$ cat src/rtl/mem_pkg.sv
// ============================================================================
// mem_pkg : shared types and default address windows for mem_responder
// Rev 1.0
// ============================================================================
`default_nettype none

package mem_pkg;

   typedef enum logic [1:0] {
      ST_IDLE   = 2'd0,
      ST_ACCESS = 2'd1,
      ST_DONE   = 2'd2,
      ST_FAULT  = 2'd3
   } state_t;

   typedef enum logic [1:0] {
      OP_FETCH = 2'd0,
      OP_LOAD  = 2'd1,
      OP_STORE = 2'd2
   } op_t;

   localparam logic [31:0] C_INSTR_BASE  = 32'h0000_0000;
   localparam logic [31:0] C_INSTR_LIMIT = 32'h0000_0FFC;
   localparam logic [31:0] C_DATA_BASE   = 32'h0000_1000;
   localparam logic [31:0] C_DATA_LIMIT  = 32'h0000_1FFC;

endpackage

`default_nettype wire

$ cat src/rtl/addr_checker.sv
// ============================================================================
// addr_checker : word alignment plus unsigned [base, limit] window check
// Rev 1.0
// ============================================================================
`default_nettype none

module addr_checker (
   input  logic [31:0] i_addr,
   input  logic [31:0] i_base,
   input  logic [31:0] i_limit,
   output logic        o_legal
);

   assign o_legal = (i_addr[1:0] == 2'b00) && (i_addr >= i_base) && (i_addr <= i_limit);

endmodule

`default_nettype wire

$ cat src/rtl/mem_responder.sv
// ============================================================================
// mem_responder : checks fetch / load / store requests against their windows
//                 and serialises legal ones onto a single-port sync memory
// Rev 1.0
// ============================================================================
`default_nettype none

module mem_responder
   import mem_pkg::*;
#(
   parameter int unsigned MEM_LATENCY = 1,
   parameter logic [31:0] INSTR_BASE  = C_INSTR_BASE,
   parameter logic [31:0] INSTR_LIMIT = C_INSTR_LIMIT,
   parameter logic [31:0] DATA_BASE   = C_DATA_BASE,
   parameter logic [31:0] DATA_LIMIT  = C_DATA_LIMIT
) (
   input  logic        clk,
   input  logic        reset,
   input  logic        fetch,
   input  logic [31:0] pc_addr,
   input  logic        ld,
   input  logic        st,
   input  logic [31:0] data_addr,
   input  logic [31:0] st_data,
   output logic [31:0] instruction,
   output logic [31:0] ld_data,
   output logic        wait_instr,
   output logic        wait_data,
   output logic        instr_segv,
   output logic        data_segv,
   output logic [31:0] mem_addr,
   output logic [31:0] mem_wdata,
   output logic        mem_re,
   output logic        mem_we,
   input  logic [31:0] mem_rdata
);

   localparam logic [2:0] c_LAT = 3'(MEM_LATENCY);

   state_t      r_state;
   op_t         r_op;
   logic [31:0] r_addr;
   logic [31:0] r_wdata;
   logic [2:0]  r_cnt;
   logic [31:0] r_instruction;
   logic [31:0] r_ld_data;

   state_t      w_state_nxt;
   op_t         w_op_nxt;
   logic [2:0]  w_cnt_nxt;
   logic        w_latch;
   logic        w_cap_instr;
   logic        w_cap_ld;
   logic        w_instr_ok;
   logic        w_data_ok;
   logic        w_data_req;

   addr_checker u_instr_chk (
      .i_addr  (pc_addr),
      .i_base  (INSTR_BASE),
      .i_limit (INSTR_LIMIT),
      .o_legal (w_instr_ok)
   );

   addr_checker u_data_chk (
      .i_addr  (data_addr),
      .i_base  (DATA_BASE),
      .i_limit (DATA_LIMIT),
      .o_legal (w_data_ok)
   );

   assign w_data_req = ld | st;

   always_comb begin
      w_state_nxt = r_state;
      w_op_nxt    = r_op;
      w_cnt_nxt   = r_cnt;
      w_latch     = 1'b0;
      w_cap_instr = 1'b0;
      w_cap_ld    = 1'b0;
      case (r_state)
         ST_IDLE: begin
            // Data requests win over a simultaneous fetch.
            if (w_data_req) begin
               w_op_nxt = st ? OP_STORE : OP_LOAD;
               if (w_data_ok && !(ld && st)) begin
                  w_state_nxt = ST_ACCESS;
                  w_latch     = 1'b1;
                  w_cnt_nxt   = st ? 3'd1 : c_LAT;
               end else begin
                  w_state_nxt = ST_FAULT;
               end
            end else if (fetch) begin
               w_op_nxt = OP_FETCH;
               if (w_instr_ok) begin
                  w_state_nxt = ST_ACCESS;
                  w_latch     = 1'b1;
                  w_cnt_nxt   = c_LAT;
               end else begin
                  w_state_nxt = ST_FAULT;
               end
            end
         end
         ST_ACCESS: begin
            if (r_cnt == 3'd1) begin
               w_state_nxt = ST_DONE;
               w_cap_instr = (r_op == OP_FETCH);
               w_cap_ld    = (r_op == OP_LOAD);
            end else begin
               w_cnt_nxt = r_cnt - 3'd1;
            end
         end
         ST_DONE: w_state_nxt = ST_IDLE;
         ST_FAULT: begin
            if ((r_op == OP_FETCH) ? !fetch : !w_data_req)
               w_state_nxt = ST_IDLE;
         end
         default: w_state_nxt = ST_IDLE;
      endcase
   end

   always_ff @(posedge clk) begin
      if (reset) begin
         r_state       <= ST_IDLE;
         r_op          <= OP_FETCH;
         r_addr        <= '0;
         r_wdata       <= '0;
         r_cnt         <= '0;
         r_instruction <= '0;
         r_ld_data     <= '0;
      end else begin
         r_state <= w_state_nxt;
         r_op    <= w_op_nxt;
         r_cnt   <= w_cnt_nxt;
         if (w_latch) begin
            r_addr  <= w_data_req ? data_addr : pc_addr;
            r_wdata <= st_data;
         end
         if (w_cap_instr) r_instruction <= mem_rdata;
         if (w_cap_ld)    r_ld_data     <= mem_rdata;
      end
   end

   assign instruction = r_instruction;
   assign ld_data     = r_ld_data;

   assign mem_re    = (r_state == ST_ACCESS) && (r_op != OP_STORE);
   assign mem_we    = (r_state == ST_ACCESS) && (r_op == OP_STORE);
   assign mem_addr  = (r_state == ST_ACCESS) ? r_addr : '0;
   assign mem_wdata = mem_we ? r_wdata : '0;

   assign instr_segv = (r_state == ST_FAULT) && (r_op == OP_FETCH);
   assign data_segv  = (r_state == ST_FAULT) && (r_op != OP_FETCH);

   assign wait_data  = w_data_req
                     & ~((r_state == ST_DONE)  && (r_op != OP_FETCH))
                     & ~((r_state == ST_FAULT) && (r_op != OP_FETCH));
   assign wait_instr = fetch
                     & ~((r_state == ST_DONE)  && (r_op == OP_FETCH))
                     & ~((r_state == ST_FAULT) && (r_op == OP_FETCH));

endmodule

`default_nettype wire

$ cat config.mk
export PLATFORM = sky130hd
export DESIGN_NAME = mem_responder
export DESIGN_NICKNAME = d
export VERILOG_FILES = /design/src/rtl/mem_pkg.sv /design/src/rtl/addr_checker.sv /design/src/rtl/mem_responder.sv
export SDC_FILE = /design/constraint.sdc
export NUM_CORES = 1
export LEC_CHECK = 0
export CORE_MARGIN = 1.5
export CORE_UTILIZATION = 41
export CTS_CLUSTER_SIZE = 16
export DETAILED_ROUTE_END_ITERATION = 10
export PLACE_DENSITY = 0.81
export SETUP_SLACK_MARGIN = 0.3
export SLEW_MARGIN = 15
export SYNTH_ARGS = -nofsm -noshare
export SYNTH_HDL_FRONTEND = slang
export SYNTH_SLANG_ARGS = --single-unit
export TNS_END_PERCENT = 5
$ cat constraint.sdc
create_clock -name clk -period 2.2 [get_ports clk]
set_clock_uncertainty 0.2 [all_clocks]
set_input_delay 0.22 -clock clk [delete_from_list [all_inputs] [get_ports clk]]
set_output_delay 0.22 -clock clk [all_outputs]
set_load 0.01 [all_outputs]
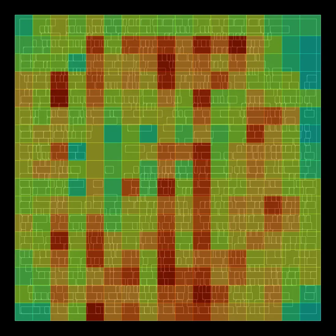
(run_1/final_congestion.png)
busiest layer in global routing: met2
M1 GR Usage: 30.9%
GR Util met3: 7.67%

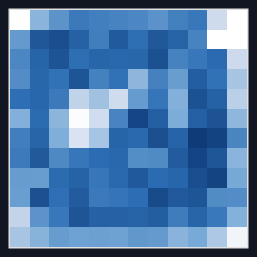
(run_1/density.png)
Drawn at 2 px/um. 12 x 12 tiles, from white (low) to dark blue (high), 0 to 100% covered.
The emptiest ninth of the die: north-east. The fullest tile reaches 96%. 3.5% of the tiles are nearly empty. The mean over all tiles is 64%. 40% of the tiles are over 75% full.
Final Util: 70.2%
Core Region: 13100 sq um

==> out/qor.yml, run 1 <==
clock_tree:
  cts-buffers-inserted: 17
  htree_levels: 4
  postCtsSetupBuffers: 2
  postCtsHoldBufs: 1
  cts_resized: 103
  tritoncts_num_sinks: 135
  clkTransAtPathRegs_ns: 0.05
pwr:
  power_density_nw_per_um2: 768
  power-top-group: "clock"
  p_int_uw: 5190
  comb-power_uw: 1610
  ir_drop_uv: 489
  pwr-share-seq_pct: 36.6
synth:
  postSynthSeqShare_pct: 49.4
  yosys_area_sq_um: 5470
  synth-edff-count: 0
  synth_cells: 680
  top_area_share_pct: 49.4
  yosys.area.top_type: "dfxtp_1"
  topCellsByArea: "dfxtp_1 (49%), nand2_1 (11%), a21oi_1 (11%), and2_1 (9.7%), nand3_1 (3.2%)"
  yosysMostFrequentCell: "nand2_1"
  synth-warning-count: 0
  syn_area_per_cell_sq_um: 8.04
  synth_cell_types: 38
worst_setup_path:
  r2r_end: "ld_data[17]"
  crit_path_end: "r_cnt[0]"
  r2r-start: "r_state[0]"
  startpoint_type: "input pin"
  crit_arrival_ns: 2.11
finish:
  logic_gate_count: 486
  comb_area_share_pct: 28.3
  n_sequential_cell: 135
  layout-drive-gt1-share_pct: 18.3
  finalNonFillerCells: 1151
  mi_logic_area_sq_um: 2620
  antenna_cells: 0
  areaGrowthSynthToFinish_pct: 68.7
  nNonClkBuffers: 317
  clock_area_share_pct: 6.59
route:
  wl_met1_um: 7890
  highest_layer: "met4"
  drc: 0
  viasPerCell: 5.09
  drt_iter0_drc: 518
placed_design:
  pre_cts_ws_ns: -0.385
  place_area_sq_um: 8530
  dp_cells: 1105
sta:
  worst_pin_slew_ns: 0.418
  setup_tns_ns: 0
  fin_crit_ns: 2.00
  drv_slew: 0
  rsz0062_at_grt: "true"
floorplanning:
  io_pins: 267
  chipArea_sq_um: 14000
  num_rows: 42
  initial_core_util_pct: 41.6
  taps: 176
global_route:
  met2_usage_pct: 42.1
  grt_pass1_vias: 5504
  antenna_found_initial: 0
outcome:
  status: "finished clean"
run:
  maxCapViolCount: 0
worst_hold_path:
  min_path_cells: 3
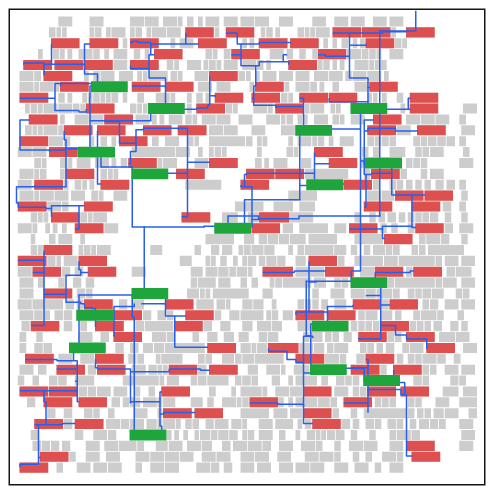
(run_1/clock_map.png)
Drawn at 4 px/um.
Key: green = cells driving clock nets [count 17]; blue = clock wires [length 1570 um]; red = flip-flops [count 135]
Position of the flops: widely spread.

-- run 1: cell families (layout without fill, tap and decap cells) --
kind of cell / Yosys count / count (layout) / share of synthesized area [%]
XOR/XNOR: 1 / 1 / 0.160
buffers and inverters: 59 / 354 / 4.58
flip-flops: 135 / 135 / 49.4
AND/OR/NAND/NOR: 310 / 310 / 27.2
adder cells (fa/ha/maj): 2 / 2 / 0.458
AND-OR/OR-AND: 173 / 173 / 18.2
-- run 1: registers in the layout, indices dropped and copies added (netlist names) --
register     cells
instruction     32
ld_data         32
r_addr          32
r_wdata         32
r_cnt            3
r_op             2
r_state          2
-- run 1: critical path, stage by stage --
cell             delay (ns)
clkdlybuf4s50_1        0.57
xor2_1                 0.28
nand3_2                0.20
buf_4                  0.18
o221ai_1               0.15
buf_4                  0.17
a21oi_1                0.06
a311oi_1               0.27
==> run_1/pdn.png <==
Drawn at 4 px/um. Pins as bars on the die edge.
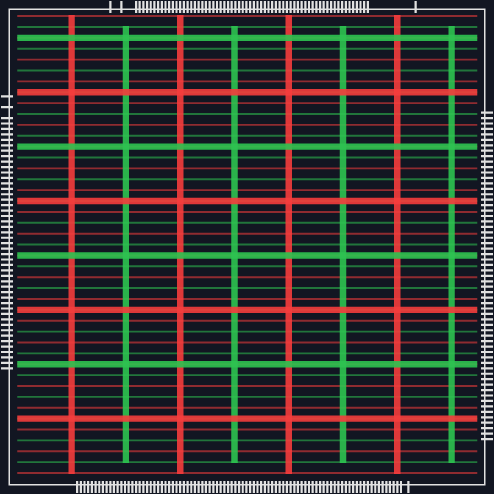

==> run 2: changes to the inputs <==
--- a/config.mk
+++ b/config.mk
@@ -6,12 +6,11 @@
 export NUM_CORES = 1
 export LEC_CHECK = 0
 export CORE_MARGIN = 1.5
-export CORE_UTILIZATION = 41
+export CORE_UTILIZATION = 44
 export CTS_CLUSTER_SIZE = 16
 export DETAILED_ROUTE_END_ITERATION = 10
-export PLACE_DENSITY = 0.81
+export PLACE_DENSITY = 0.86
 export SETUP_SLACK_MARGIN = 0.3
-export SLEW_MARGIN = 15
 export SYNTH_ARGS = -nofsm -noshare
 export SYNTH_HDL_FRONTEND = slang
 export SYNTH_SLANG_ARGS = --single-unit
==> constraint.sdc (replaced) <==
create_clock -name clk -period 2.5 [get_ports clk]
set_clock_uncertainty 0.2 [all_clocks]
set_input_delay 0.25 -clock clk [delete_from_list [all_inputs] [get_ports clk]]
set_output_delay 0.25 -clock clk [all_outputs]
set_load 0.01 [all_outputs]
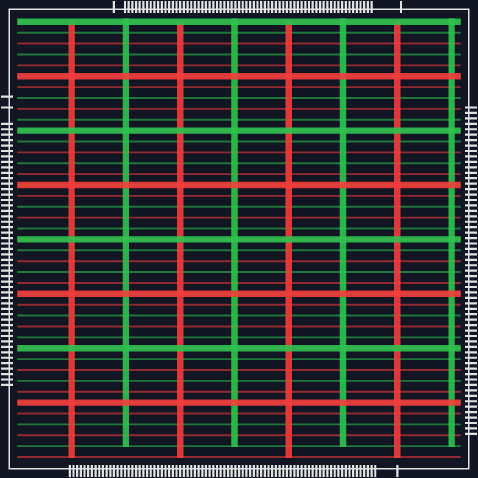
(run_2/pdn.png)
Drawn at 4 px/um. Pins as bars on the die edge.
Key: green = VDD; red = VSS
8 straps on met5. 267 signal pins sit on the boundary. 41 met1 rails follow the rows. 8 straps on met4. The core has 40 rows.
worst vdd ir: 505 uV
die width: 114 um
Core Region: 12100 sq um

==> run 2 against run 1 <==
Setup slack worse by 0.12 ns. Final cell count is 3.1% lower. Highest routed layer unchanged. Sequential share of layout area up 0.85 points. Non-clock buffer count down 28. Clock-buffer cell count up 3. Global-route usage up 0.11 points. Register-to-register slack improved by 0.16 ns. First-iteration DRC count is 4.4% lower. Combinational power decreased by 32%. Synthesized cell count unchanged.
==> out/qor.yml, run 2 <==
outcome:
  status: "finished clean"  # unchanged
run:
  tool_warnings: 29  # unchanged
  maxCapViolCount: 0  # unchanged
synth:
  yosysMostFrequentCell: "nand2_1"  # unchanged
  synth_cell_types: 38  # unchanged
  topCellsByArea: "dfxtp_1 (49%), nand2_1 (11%), a21oi_1 (11%), and2_1 (9.7%), nand3_1 (3.2%)"  # unchanged
  top_logic_kind: "simple AND/OR/NAND/NOR gates"  # unchanged
  yosys_area_sq_um: 5470  # unchanged
  ys_sh_mux_pct: 0  # unchanged
  synth-edff-count: 0  # unchanged
  synth-warning-count: 0  # unchanged
  flop_cell: "dfxtp_1"  # unchanged
  yosys.area.top_type: "dfxtp_1"  # unchanged
  synth_xor_xnor_area_share_pct: 0.160  # unchanged
  synthAdderAreaFrac_pct: 0.458  # unchanged
  top_area_share_pct: 49.4  # unchanged
  yosys.area_share.aoi_pct: 18.2  # unchanged
  syn_area_per_cell_sq_um: 8.04  # unchanged
  postSynthSeqShare_pct: 49.4  # unchanged
  synthesis.area_sq_um: 5470  # unchanged
  synth_cells: 680  # unchanged
  ys_sh_simple_pct: 27.2  # unchanged
worst_setup_path:
  r2r_end: "ld_data[9]"  # was ld_data[17]
  crit_chain: "nor2b_4 -> and3_4 -> buf_12 -> and2_1 -> clkdlybuf4s50_1"  # was clkdlybuf4s50_1 -> xor2_1 -> nand3_2 -> buf_4 -> o221ai_1 -> buf_4 -> a21oi_1 -> a311oi_1
  cpLargestDelayFamily: "buffers and inverters"  # unchanged
  path_buffers: 2  # was 3
  required_ns: 2.05  # was 2.31 ns
  critPathMaxStageDelay_ns: 0.53  # was 0.57 ns
  criticalPathCategory: "flop to primary output"  # was input pin to flop
  crit_slowest_cell: "clkdlybuf4s50_1"  # unchanged
  startpoint_type: "flop"  # was input pin
  crit_arrival_ns: 1.97  # was 2.11 ns
  crit_path_end: "mem_wdata[3]"  # was r_cnt[0]
  r2r-start: "r_state[0]"  # unchanged
  cp.depth: 5  # was 8
sta:
  fmax_ghz: 0.414
  fin_crit_ns: 2.42
  drv_slew: 0  # unchanged
  rsz0062_at_grt: "true"  # unchanged
  worst_pin_slew_ns: 0.751  # was 0.418 ns
  setup_tns_ns: 0  # unchanged
global_route:
  grt_max_degree: 69  # was 52
  grt_use_met1_pct: 31.2  # was 30.9%
  met2_usage_pct: 43.0  # was 42.1%
  use_met3_pct: 6.51  # was 7.67%
  grt_pass1_vias: 5404  # was 5504
  grt_most_used_layer: "met2"  # unchanged
  antenna_found_initial: 0  # unchanged
pwr:
  pwr-share-seq_pct: 40.4  # was 36.6%
  p_int_uw: 4150  # was 5190 uW
  power_density_nw_per_um2: 633  # was 768 nW/um^2
  swShare_pct: 27.0  # was 26.7%
finish:
  clock_area_share_pct: 6.07  # was 6.59%
  antenna_cells: 0  # unchanged
  finalNonFillerCells: 1115  # was 1151
  layout-drive-gt1-share_pct: 7.60  # was 18.3%
  areaGrowthSynthToFinish_pct: 64.1  # was 68.7%
  largest_cell_class: "non-clock buffers"  # unchanged
  logic_gate_count: 486  # unchanged
  n_sequential_cell: 135  # unchanged
  comb_area_share_pct: 28.4  # was 28.3%
  nNonClkBuffers: 289  # was 317
  mi_logic_area_sq_um: 2550  # was 2620 sq um
  fin_util_pct: 74.4  # was 70.2%
floorplanning:
  taps: 168  # was 176
  initial_core_util_pct: 45.3  # was 41.6%
  num_rows: 40  # was 42
  chipArea_sq_um: 13100  # was 14000 sq um
  io_pins: 267  # unchanged
clock_tree:
  clkTransAtPathRegs_ns: 0.05  # about the same
  tritoncts_num_sinks: 135  # unchanged
  postCtsHoldBufs: 0  # was 1
  cts_resized: 31  # was 103
  postCtsSetupBuffers: 0  # was 2
  cts-buffers-inserted: 17  # unchanged
  cts_root_buffer: "clkbuf_16"  # unchanged
  htree_levels: 4  # unchanged
placed_design:
  dp_cells: 1082  # was 1105
  pre_cts_ws_ns: -0.144  # was -0.385 ns
  place_area_sq_um: 8390  # was 8530 sq um
route:
  highest_layer: "met4"  # unchanged
  drt_iter0_drc: 495  # was 518
  drt_pass1_iterations: 5  # unchanged
  viasPerCell: 5.10  # was 5.09
  wl_met1_um: 7060  # was 7890 um
  drc: 0  # unchanged
worst_hold_path:
  min_path_cells: 2  # was 3
  hold_end: "instruction[9]"  # was r_wdata[4]
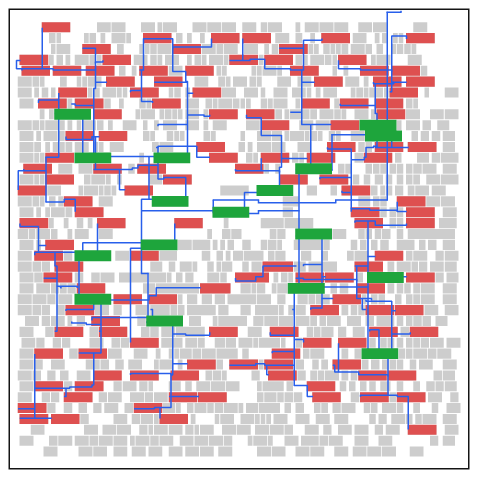
(run_2/clock_map.png)
Drawn at 4 px/um.
Key: red = flip-flops [count 135]; green = cells driving clock nets [count 17]; blue = clock wires [length 1560 um]
Position of the flops: widely spread. There are 18 routed clock nets.
Clock power frac: 40.3%
clock group power: 2290 uW
clk ins delay skew pair: 0.40 ns

## run 2: netlist changes by cell type in the layout (fill, tap and decap cells not counted), moves of 3 or more
cell | before | now
clkbuf_1 | 1 | 4
clkbuf_2 | 54 | 0
nor4_2 | 3 | 0
dlygate4sd2_1 | 4 | 13
and2_4 | 6 | 0
and2_1 | 79 | 85
clkbuf_16 | 23 | 17
buf_4 | 30 | 15
clkdlybuf4s50_1 | 195 | 242
buf_12 | 12 | 8
nor4_1 | 5 | 9
dlymetal6s2s_1 | 0 | 7
buf_6 | 7 | 0
## run 2: power by group through the flow
stage | clock network, uW | logic, uW | registers (uW)
after floorplan | 0 | 515 | 2340
after global placement | 0 | 1060 | 2330
after detailed placement | 0 | 1070 | 2330
after CTS | 2330 | 1090 | 2290
after global routing | 2430 | 1190 | 2310
final | 2290 | 1100 | 2300
Power is estimated from default activity; no workload was simulated.
